`src/rtl/dmem_store_tracer.sv`:
```
// Passive tracer on the processor-to-DMEM bus: committed stores that hit the watch
// window go into a FWFT FIFO. Optional capture timestamp via STORE_TRACER_TIMESTAMP_EN.
module dmem_store_tracer #(
  parameter int unsigned DEPTH      = 16,
  parameter logic [31:0] WATCH_BASE = 32'h0000_2000,
  parameter logic [31:0] WATCH_MASK = 32'hFFFF_F000,
  parameter int unsigned TS_WIDTH   = 32
) (
  input  logic                    clock,
  input  logic                    reset,
  input  logic [31:0]             addr_to_mem,
  input  logic [31:0]             data_to_mem,
  input  logic                    write_enable_to_mem,
  input  logic                    byte_to_mem,
  input  logic                    half_word_to_mem,
  input  logic                    trace_enable,
  output logic                    out_valid,
  input  logic                    out_ready,
  output logic [31:0]             out_addr,
  output logic [31:0]             out_data,
  output logic [1:0]              out_size,
  output logic [$clog2(DEPTH):0]  count,
  output logic                    overflow,
  output logic [15:0]             drop_count,
`ifdef STORE_TRACER_TIMESTAMP_EN
  output logic [TS_WIDTH-1:0]     out_timestamp,
`endif
  input  logic                    clear_overflow
);

  localparam int unsigned AW = $clog2(DEPTH);
  localparam logic [AW:0] FULL_COUNT = (AW+1)'(DEPTH);

  if (DEPTH < 2 || (DEPTH & (DEPTH - 1)) != 0 || TS_WIDTH < 1) begin : g_param_check
    $error("dmem_store_tracer: DEPTH must be a power of two >= 2 and TS_WIDTH >= 1");
  end

  logic [31:0]   mem_addr [DEPTH];
  logic [31:0]   mem_data [DEPTH];
  logic [1:0]    mem_size [DEPTH];
  logic [AW-1:0] wr_ptr, rd_ptr;
  logic          hit, full, pop, push, drop;
  logic [31:0]   cap_data;
  logic [1:0]    cap_size;

  assign hit  = write_enable_to_mem & trace_enable & ((addr_to_mem & WATCH_MASK) == WATCH_BASE);
  assign full = (count == FULL_COUNT);
  assign pop  = out_valid & out_ready;
  // a full FIFO still accepts a push when the head leaves on the same edge
  assign push = hit & (~full | pop);
  assign drop = hit & full & ~pop;

  // processor numbers bits MSB-first, so its bits [24:31] are the low byte here
  always_comb begin
    cap_data = data_to_mem;
    cap_size = 2'b00;
    if (byte_to_mem) begin
      cap_data = {24'h0, data_to_mem[7:0]};
      cap_size = 2'b10;
    end else if (half_word_to_mem) begin
      cap_data = {16'h0, data_to_mem[15:0]};
      cap_size = 2'b01;
    end
  end

  always_ff @(posedge clock) begin
    if (push) begin
      mem_addr[wr_ptr] <= addr_to_mem;
      mem_data[wr_ptr] <= cap_data;
      mem_size[wr_ptr] <= cap_size;
    end
  end

  always_ff @(posedge clock or negedge reset) begin
    if (!reset) begin
      wr_ptr <= '0;
      rd_ptr <= '0;
      count  <= '0;
    end else begin
      if (push) wr_ptr <= wr_ptr + AW'(1);
      if (pop)  rd_ptr <= rd_ptr + AW'(1);
      if (push && !pop)      count <= count + (AW+1)'(1);
      else if (pop && !push) count <= count - (AW+1)'(1);
    end
  end

  always_ff @(posedge clock or negedge reset) begin
    if (!reset) begin
      overflow   <= 1'b0;
      drop_count <= '0;
    end else if (drop) begin
      overflow   <= 1'b1;
      if (clear_overflow)              drop_count <= 16'd1;
      else if (drop_count != 16'hFFFF) drop_count <= drop_count + 16'd1;
    end else if (clear_overflow) begin
      overflow   <= 1'b0;
      drop_count <= '0;
    end
  end

  assign out_valid = (count != '0);

  always_comb begin
    out_addr = '0;
    out_data = '0;
    out_size = '0;
    if (out_valid) begin
      out_addr = mem_addr[rd_ptr];
      out_data = mem_data[rd_ptr];
      out_size = mem_size[rd_ptr];
    end
  end

`ifdef STORE_TRACER_TIMESTAMP_EN
  logic [TS_WIDTH-1:0] ts_cnt;
  logic [TS_WIDTH-1:0] mem_ts [DEPTH];

  always_ff @(posedge clock or negedge reset) begin
    if (!reset) ts_cnt <= '0;
    else        ts_cnt <= ts_cnt + TS_WIDTH'(1);
  end

  always_ff @(posedge clock) begin
    if (push) mem_ts[wr_ptr] <= ts_cnt;
  end

  assign out_timestamp = out_valid ? mem_ts[rd_ptr] : '0;
`endif

endmodule
```
`config.mk`:
```
export PLATFORM = sky130hd
export DESIGN_NAME = dmem_store_tracer
export DESIGN_NICKNAME = d
export VERILOG_FILES = /design/src/rtl/dmem_store_tracer.sv
export SDC_FILE = /design/constraint.sdc
export NUM_CORES = 1
export LEC_CHECK = 0
export CAP_MARGIN = 5
export CORE_AREA = 5 5 352 354
export CTS_CLUSTER_DIAMETER = 120
export DETAILED_ROUTE_END_ITERATION = 7
export DIE_AREA = 0 0 357 359
export PLACE_DENSITY_LB_ADDON = 0.05
export SLEW_MARGIN = 20
export SYNTH_ARGS = -nofsm -noshare
export SYNTH_HDL_FRONTEND = slang
export SYNTH_SLANG_ARGS = --single-unit
```
`constraint.sdc`:
```
create_clock -name clock -period 13.25 [get_ports clock]
set_input_delay 2.65 -clock clock [delete_from_list [all_inputs] [get_ports clock]]
set_output_delay 2.65 -clock clock [all_outputs]
set_load 0.005 [all_outputs]
```
**Run 1: metal 3**

(1.5 px per um)
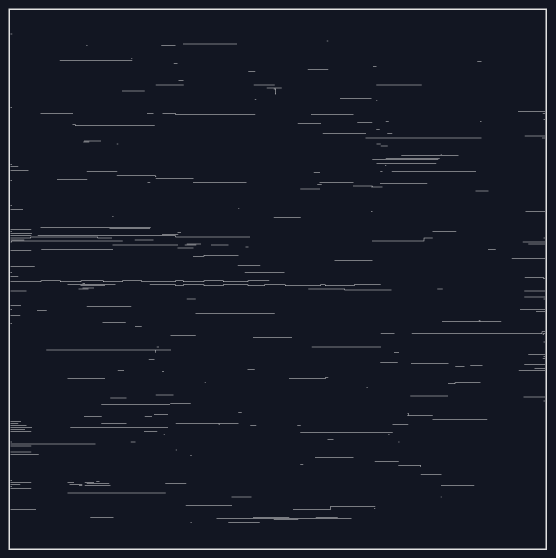
longest straight run = 91.8 um
share of all routed wire = 3.9%
main direction = horizontal
GR Util met3: 0.0298
final wirelength: 108000 um
via count: 19500

**Run 1: routed clock nets over the placement**

(1.5 px per um)
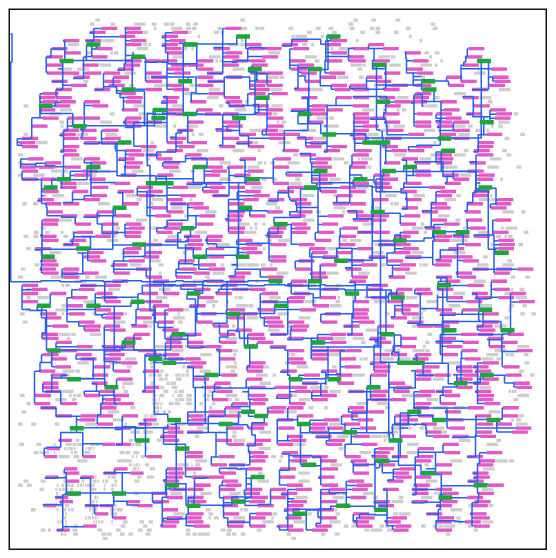
clock drivers -> green  # count 117
clock wires -> blue  # length 13800 um
flip-flops -> magenta  # count 1086
flops lie = all over the die
routed clock nets = 118

==> out/qor.txt, run 1 <==
Clock sinks: 1086
Synth Seq Share: 0.777
Post-CTS Setup Bufs: 0
Cell family with most CP delay: buffers and inverters
Clock power share: 0.319
Top cell by count, worst path: buf_4
GPL Wtd Cong: 0.703
Share of cells above drive strength 1: 0.230
Top post-synthesis cells by area: edfxtp_1 (76%), mux4_2 (14%), mux2i_1 (3.2%), dfrtp_1 (1.8%), o22ai_1 (0.99%)
Crit path required time: 10.60 ns
Worst-Margin Slew: 1.08 ns
Post-synth top area share: 0.759
CTS resizes: 0
Largest net degree at the start of global routing: 137
XOR Share, Synth: 0.00231
GR peak layer: met2
# IOs: 161
1st-pass router iterations: 5
DRT iter0 DRCs: 1336
Placed instance area: 45500 sq um
Fp util: 0.346
Syn Area/Cell: 22.8 sq um
Worst r2r src: count[1]$_DFFE_PN0P_
Worst-path cell chain: buf_4 -> buf_4 -> mux4_2 -> mux2i_1 -> o22ai_1 -> clkdlybuf4s50_1
Gate Area: 9000 sq um
Number of global-route vias before repair: 21700
CTS tree: built
Max Used Layer: met5
Final Instance Area: 49100 sq um
Top flop regs: mem_addr x512, mem_data x512, mem_size x32
Main logic family: multiplexers
Total Neg Setup Slack: 0 ns
Adder Area Share: 0.00347
Core ar.: 121000 sq um
Chip Area: 128000 sq um
Final setup viols: 0
Combinational Gates: 644
Hold_sp: overflow$_DFFE_PN0P_
Yosys Warn Count: 0
Log Warnings: 33
TAP cells: 1625
M1 WL: 48600 um
Most numerous logic cell after layout: edfxtp_1
Unrepaired setup endpoints after global routing: no
Metal3 WL: 4250 um
IO buf count: 160
Setup WS post-layout: 5.86 ns
Largest fanout on the critical path: 45
Skew-Pair Late Insertion Delay: 0.69 ns
Top power group: sequential cells
Reg2Reg Depth: 7
Sequential group share of total power: 0.404
Simple share: 0.0166
Arr. time, crit path: 4.74 ns
Final Max Tran Viols: 0
Clock Skew: 0.0186 ns
Power Sequential: 3.87 mW
Synthesized area: 41800 sq um
Post-synthesis async set-or-reset flop share: 0.0276
Max-cap viol count: 0
NonClk Buf Share: 0.0407
Top-count cell post-synth: edfxtp_1
Post-layout period usage: 0.558
Final antenna-violating net count: 0
LEAKAGE: 15.1 nW
Die width: 357 um
Crit path kind: reg -> out
Top Layout Cells: edfxtp_1 (1056), mux4_2 (264), clkdlybuf4s50_1 (160), mux2i_1 (132), clkbuf_16 (120)
Syn_nets: 1917
Pre-CTS WS: 5.21 ns
Top cell category: flip-flops and latches
Filler cell count: 10800
Clock group power: 3.05 mW
Synth flops: 1086
Yosys aoi share: 0.0155
GRT overflow: 0
EDFF count, synth: 1056
Combinational logic power: 2.65 mW
Worst hold margin: 0.499 ns
Clk slew on worst S/H paths: 0.06 ns
Hold path endpoint: overflow$_DFFE_PN0P_
Status: finished clean
Fmax: 135 MHz
Area reported by Yosys stat: 41800 sq um
CP bufs+invs: 3
Final nets: 2150
Final worst path period need: 7.39 ns
DRC Markers: 0
Clock buffer count in the final layout: 143
Layout Cells excl Fill: 3795
**Run 1: metal layers overlaid**

(1 px per um)
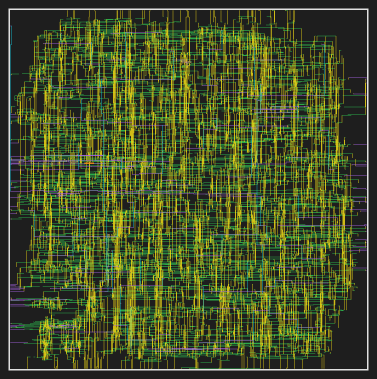
metal 5 -> orange  # wire length 8.30 um
metal 3 -> purple  # wire length 4250 um
metal 2 -> yellow  # wire length 53.6 mm
metal 1 -> green  # wire length 48.6 mm
metal 4 -> cyan  # wire length 1720 um
gr usage total: 0.168
routed wire length per instance: 28.5 um

-- run 1: worst max path at each step --
stage | cells past startpoint | slack [ns] | endpoint | from
4_1_cts | 6 | 5.58 | out_data[2] | rd_ptr[0]$_DFFE_PN0P_
3_5_place_dp | 8 | 5.21 | mem_data[15][23]$_DFFE_PP_ | addr_to_mem[26]
6_report | 6 | 5.86 | out_size[1] | rd_ptr[0]$_DFFE_PN0P_
5_1_grt | 6 | 5.40 | out_data[2] | rd_ptr[0]$_DFFE_PN0P_
3_3_place_gp | 8 | 5.08 | mem_data[15][26]$_DFFE_PP_ | addr_to_mem[26]
2_1_floorplan | 5 | 4.33 | mem_addr[3][0]$_DFFE_PP_ | addr_to_mem[15]
**Run 1: clock nets**

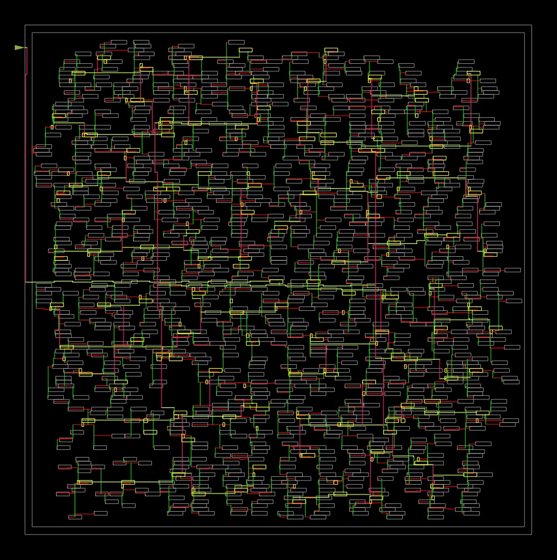

==> run 1 -> run 2 <==
==> constraint.sdc (replaced) <==
create_clock -name clock -period 6.06 [get_ports clock]
set_input_delay 1.212 -clock clock [delete_from_list [all_inputs] [get_ports clock]]
set_output_delay 1.212 -clock clock [all_outputs]
set_load 0.005 [all_outputs]
**Run 2: clock nets**

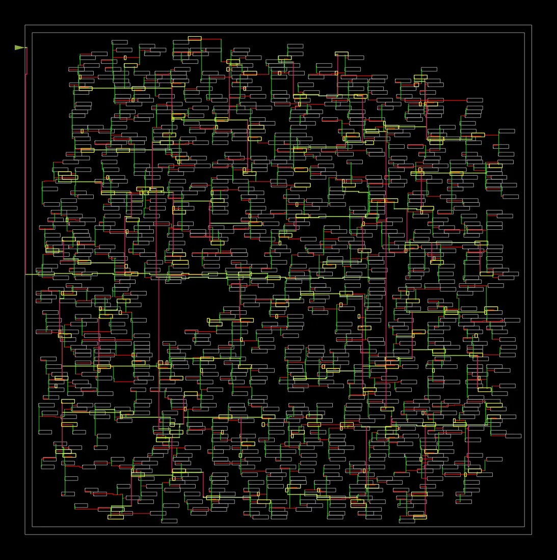
TritonCTS buffer count: 118
Skew-Pair Late Insertion Delay: 0.68 ns
seq_cells: 1086

==> run 2 against run 1 <==
  * Core utilization rose by 0.55 points
  * Final area rose by 1.3%
  * Clock-buffer cell count increased by 4
  * Critical path type unchanged
  * Largest cell class unchanged
==> out/qor.txt, run 2 <==
Status: finished clean (unchanged)
Routed wire length per instance: 27.3 um (was 28.5 um)
Largest fanout on the critical path: 26 (was 45)
Final antenna-violating net count: 0 (unchanged)
Yosys aoi share: 0.0155 (unchanged)
Worst r2r src: count[0]$_DFFE_PN0P_ (was count[1]$_DFFE_PN0P_)
Largest net degree at the start of global routing: 64 (was 137)
Syn_nets: 1917 (unchanged)
Die width: 357 um (unchanged)
Filler cell count: 10700 (was 10800)
DRC Markers: 0 (unchanged)
Final Instance Area: 49800 sq um (was 49100 sq um)
Chip Area: 128000 sq um (unchanged)
Most numerous logic cell after layout: edfxtp_1 (unchanged)
Core ar.: 121000 sq um (unchanged)
Synthesized area: 41800 sq um (unchanged)
Pre-CTS WS: 0.758 ns (was 5.21 ns)
CTS tree: built (unchanged)
Fmax: 206 MHz
Layout Cells excl Fill: 3806 (was 3795)
Worst-path cell chain: nor4_4 -> nand2b_1 -> nand2_4 -> buf_4 -> o22ai_1 -> clkdlybuf4s50_1 (was buf_4 -> buf_4 -> mux4_2 -> mux2i_1 -> o22ai_1 -> clkdlybuf4s50_1)
Share of cells above drive strength 1: 0.240 (was 0.230)
TAP cells: 1625 (unchanged)
Yosys Warn Count: 0 (unchanged)
GRT overflow: 0 (unchanged)
Clock buffer count in the final layout: 147 (was 143)
Post-synthesis async set-or-reset flop share: 0.0276 (unchanged)
Arr. time, crit path: 3.65 ns (was 4.74 ns)
DRT iter0 DRCs: 1377 (was 1336)
Final nets: 2172 (was 2150)
CP bufs+invs: 2 (was 3)
GR Util met3: 0.0237 (was 0.0298)
Main logic family: multiplexers (unchanged)
Max-cap viol count: 0 (unchanged)
Synth Seq Share: 0.777 (unchanged)
IO buf count: 160 (unchanged)
WP depth: 6 (unchanged)
Setup WS post-layout: 1.19 ns (was 5.86 ns)
Cell family with most CP delay: simple AND/OR/NAND/NOR gates (was buffers and inverters)
Final setup viols: 0 (unchanged)
NonClk Buf Share: 0.0501 (was 0.0407)
Area reported by Yosys stat: 41800 sq um (unchanged)
CTS resizes: 0 (unchanged)
Placed instance area: 46000 sq um (was 45500 sq um)
Top post-synthesis cells by area: edfxtp_1 (76%), mux4_2 (14%), mux2i_1 (3.2%), dfrtp_1 (1.8%), o22ai_1 (0.99%) (unchanged)
Via count: 19400 (was 19500)
Top-count cell post-synth: edfxtp_1 (unchanged)
Crit path required time: 4.85 ns (was 10.60 ns)
Worst Setup EP: out_addr[26] (was out_size[1])
Top Layout Cells: edfxtp_1 (1056), mux4_2 (264), clkdlybuf4s50_1 (160), mux2i_1 (132), clkbuf_16 (120) (unchanged)
Final Max Tran Viols: 0 (unchanged)
# IOs: 161 (unchanged)
Post-CTS Setup Bufs: 0 (unchanged)
Final worst path period need: 4.87 ns
Log Warnings: 30 (was 33)
Synth flops: 1086 (unchanged)
Top cell category: flip-flops and latches (unchanged)
Clk slew on worst S/H paths: 0.06 ns (about the same)
Combinational Gates: 644 (unchanged)
Worst hold margin: 0.523 ns (was 0.499 ns)
Adder Area Share: 0.00347 (unchanged)
Clock Skew: 0.0226 ns (was 0.0186 ns)
Fp util: 0.346 (unchanged)
Gr usage total: 0.163 (was 0.168)
Hold path endpoint: overflow$_DFFE_PN0P_ (unchanged)
1st-pass router iterations: 5 (unchanged)
Worst setup path startpoint: count[0]$_DFFE_PN0P_ (was rd_ptr[0]$_DFFE_PN0P_)
GR peak layer: met2 (unchanged)
## run 2: cell count changes in the layout (fill, tap and decap cells not counted), sizes merged
cell	previous run	this run
buf	51	72
bufinv	5	12
clkbuf	143	147
clkinv	65	50
clkinvlp	4	0
diode	2	0
## run 2: report_power, final
part | switching [mW] | internal [mW] | total (mW)
Clock | 2.80 | 4.10 | 6.90
Sequential | 0.250 | 8.26 | 8.51
Combinational | 2.81 | 3.03 | 5.84
Total | 5.86 | 15.4 | 21.3
## run 2: per-layer routing
metal / wire length (um) / vias up
li1: - / 8317
met1: 47100 / 10600
met2: 51300 / 377
met3: 3850 / 116
met4: 1720 / 2
met5: 12 / -
**Run 2: metal 3**

(1.5 px per um)
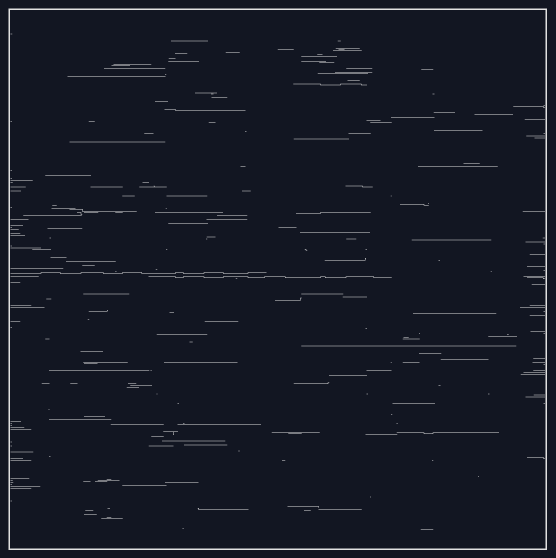

==> run 2 -> run 3 <==
==> constraint.sdc (replaced) <==
create_clock -name clock -period 5 [get_ports clock]
set_input_delay 1 -clock clock [delete_from_list [all_inputs] [get_ports clock]]
set_output_delay 1 -clock clock [all_outputs]
set_load 0.005 [all_outputs]
**Run 3: metal 3**

(1.5 px per um)
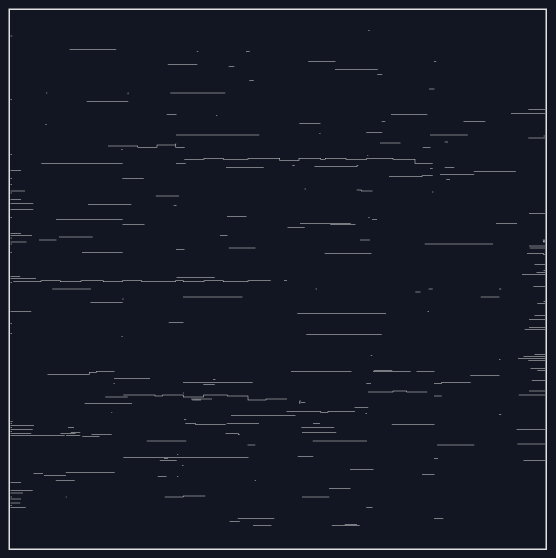
wire length on this layer = 3420 um
nets with wire on the layer = 129
main direction = horizontal

==> run 3 against run 2 <==
  * Wire length grew 1.7%
  * Sequential cell count is the same
  * Area after synthesis unchanged
  * Global-route usage is 0.22 points higher
  * Synthesized cell count unchanged
  * Cell count up 0.68%
==> out/qor.txt, run 3 <==
Worst-Margin Slew: 1.00 ns (was 0.997 ns)
Worst-path cell chain: nor4_4 -> nand2b_1 -> nand2_4 -> buf_4 -> o22ai_1 -> clkdlybuf4s50_1 (unchanged)
CTS tree: built (unchanged)
Sequential group share of total power: 0.391 (was 0.401)
Synth flops: 1086 (unchanged)
Final nets: 2197 (was 2172)
Worst hold margin: 0.493 ns (was 0.523 ns)
Final antenna-violating net count: 0 (unchanged)
CTS resizes: 0 (unchanged)
Via count: 19500 (was 19400)
GPL Wtd Cong: 0.701 (was 0.715)
Fp util: 0.346 (unchanged)
Largest net degree at the start of global routing: 92 (was 64)
Crit path kind: reg -> out (unchanged)
Reg2Reg Depth: 11 (unchanged)
Gr usage total: 0.165 (was 0.163)
Largest fanout on the critical path: 29 (was 26)
Die width: 357 um (unchanged)
Clock power share: 0.328 (was 0.325)
Pre-CTS WS: 0.399 ns (was 0.758 ns)
GR Util met3: 0.0269 (was 0.0237)
Post-synthesis async set-or-reset flop share: 0.0276 (unchanged)
Number of global-route vias before repair: 21500 (was 21400)
Yosys Warn Count: 0 (unchanged)
Wire length on met2: 53300 um (was 51300 um)
Setup WS post-layout: 0.382 ns (was 1.19 ns)
Combinational logic power: 7.37 mW (was 5.84 mW)
Metal3 WL: 3420 um (was 3850 um)
EDFF count, synth: 1056 (unchanged)
Unrepaired setup endpoints after global routing: no (unchanged)
Total Neg Setup Slack: 0 ns (unchanged)
NonClk Buf Share: 0.0582 (was 0.0501)
Chip Area: 128000 sq um (unchanged)
Arr. time, crit path: 3.62 ns (was 3.65 ns)
Top cell category: flip-flops and latches (unchanged)
Routed wire length per instance: 27.6 um (was 27.3 um)
Clock Skew: 0.0210 ns (was 0.0226 ns)
GRT overflow: 0 (unchanged)
Area reported by Yosys stat: 41800 sq um (unchanged)
Final Max Tran Viols: 0 (unchanged)
Max-cap viol count: 0 (unchanged)
Skew-Pair Late Insertion Delay: 0.71 ns (was 0.68 ns)
Syn_nets: 1917 (unchanged)
Clock buffer count in the final layout: 141 (was 147)
Comb pwr share: 0.282 (was 0.275)
Synthesized area: 41800 sq um (unchanged)
Seq_cells: 1086 (unchanged)
1st-pass router iterations: 5 (unchanged)
Final setup viols: 0 (unchanged)
Worst Setup EP: out_addr[7] (was out_addr[26])
Post-synth top area share: 0.759 (unchanged)
Top-count cell post-synth: edfxtp_1 (unchanged)
TAP cells: 1625 (unchanged)
Layout Cells excl Fill: 3832 (was 3806)
Clk slew on worst S/H paths: 0.06 ns (about the same)
M1 WL: 47200 um (was 47100 um)
Power Sequential: 10.2 mW (was 8.51 mW)
Syn Area/Cell: 22.8 sq um (unchanged)
TritonCTS buffer count: 120 (was 118)
Final worst path period need: 4.62 ns
Sw frac: 0.281 (was 0.276)
Worst setup path startpoint: count[0]$_DFFE_PN0P_ (unchanged)
Psw: 7.36 mW (was 5.86 mW)
Combinational Gates: 644 (unchanged)
Post-layout period usage: 0.924
Hold_sp: overflow$_DFFE_PN0P_ (unchanged)
P_int: 18.8 mW (was 15.4 mW)
Status: finished clean (unchanged)
Worst r2r src: count[0]$_DFFE_PN0P_ (unchanged)
Synth Seq Share: 0.777 (unchanged)
Clock sinks: 1086 (unchanged)
Top flop regs: mem_addr x512, mem_data x512, mem_size x32 (unchanged)
Filler cell count: 10600 (was 10700)
Final wirelength: 106000 um (was 104000 um)
Final Instance Area: 50300 sq um (was 49800 sq um)
-- run 3: kinds of logic after synthesis --
family                   count (synthesis)  share of synthesized area
buffers and inverters                  104                     0.0106
XOR/XNOR                                11                    0.00231
AND/OR/NAND/NOR                        120                     0.0166
adder cells (fa/ha/maj)                 11                    0.00347
AND-OR/OR-AND                          104                     0.0155
flip-flops                            1086                      0.777
multiplexers                           398                      0.174
-- run 3: worst reg2reg max path: stages, from the launching register on --
cell and delay, ns:
dfrtp_1 0.47, nor4_4 0.39, nand2b_1 0.27, nand2_1 0.31, ha_1 0.26, inv_1 0.11, fa_1 0.41, a21o_1 0.21
a21oi_1 0.19, xnor2_1 0.14, nor2_1 0.07, xor2_1 0.14
No activity file was given, so power comes from the tool's default toggle rates.
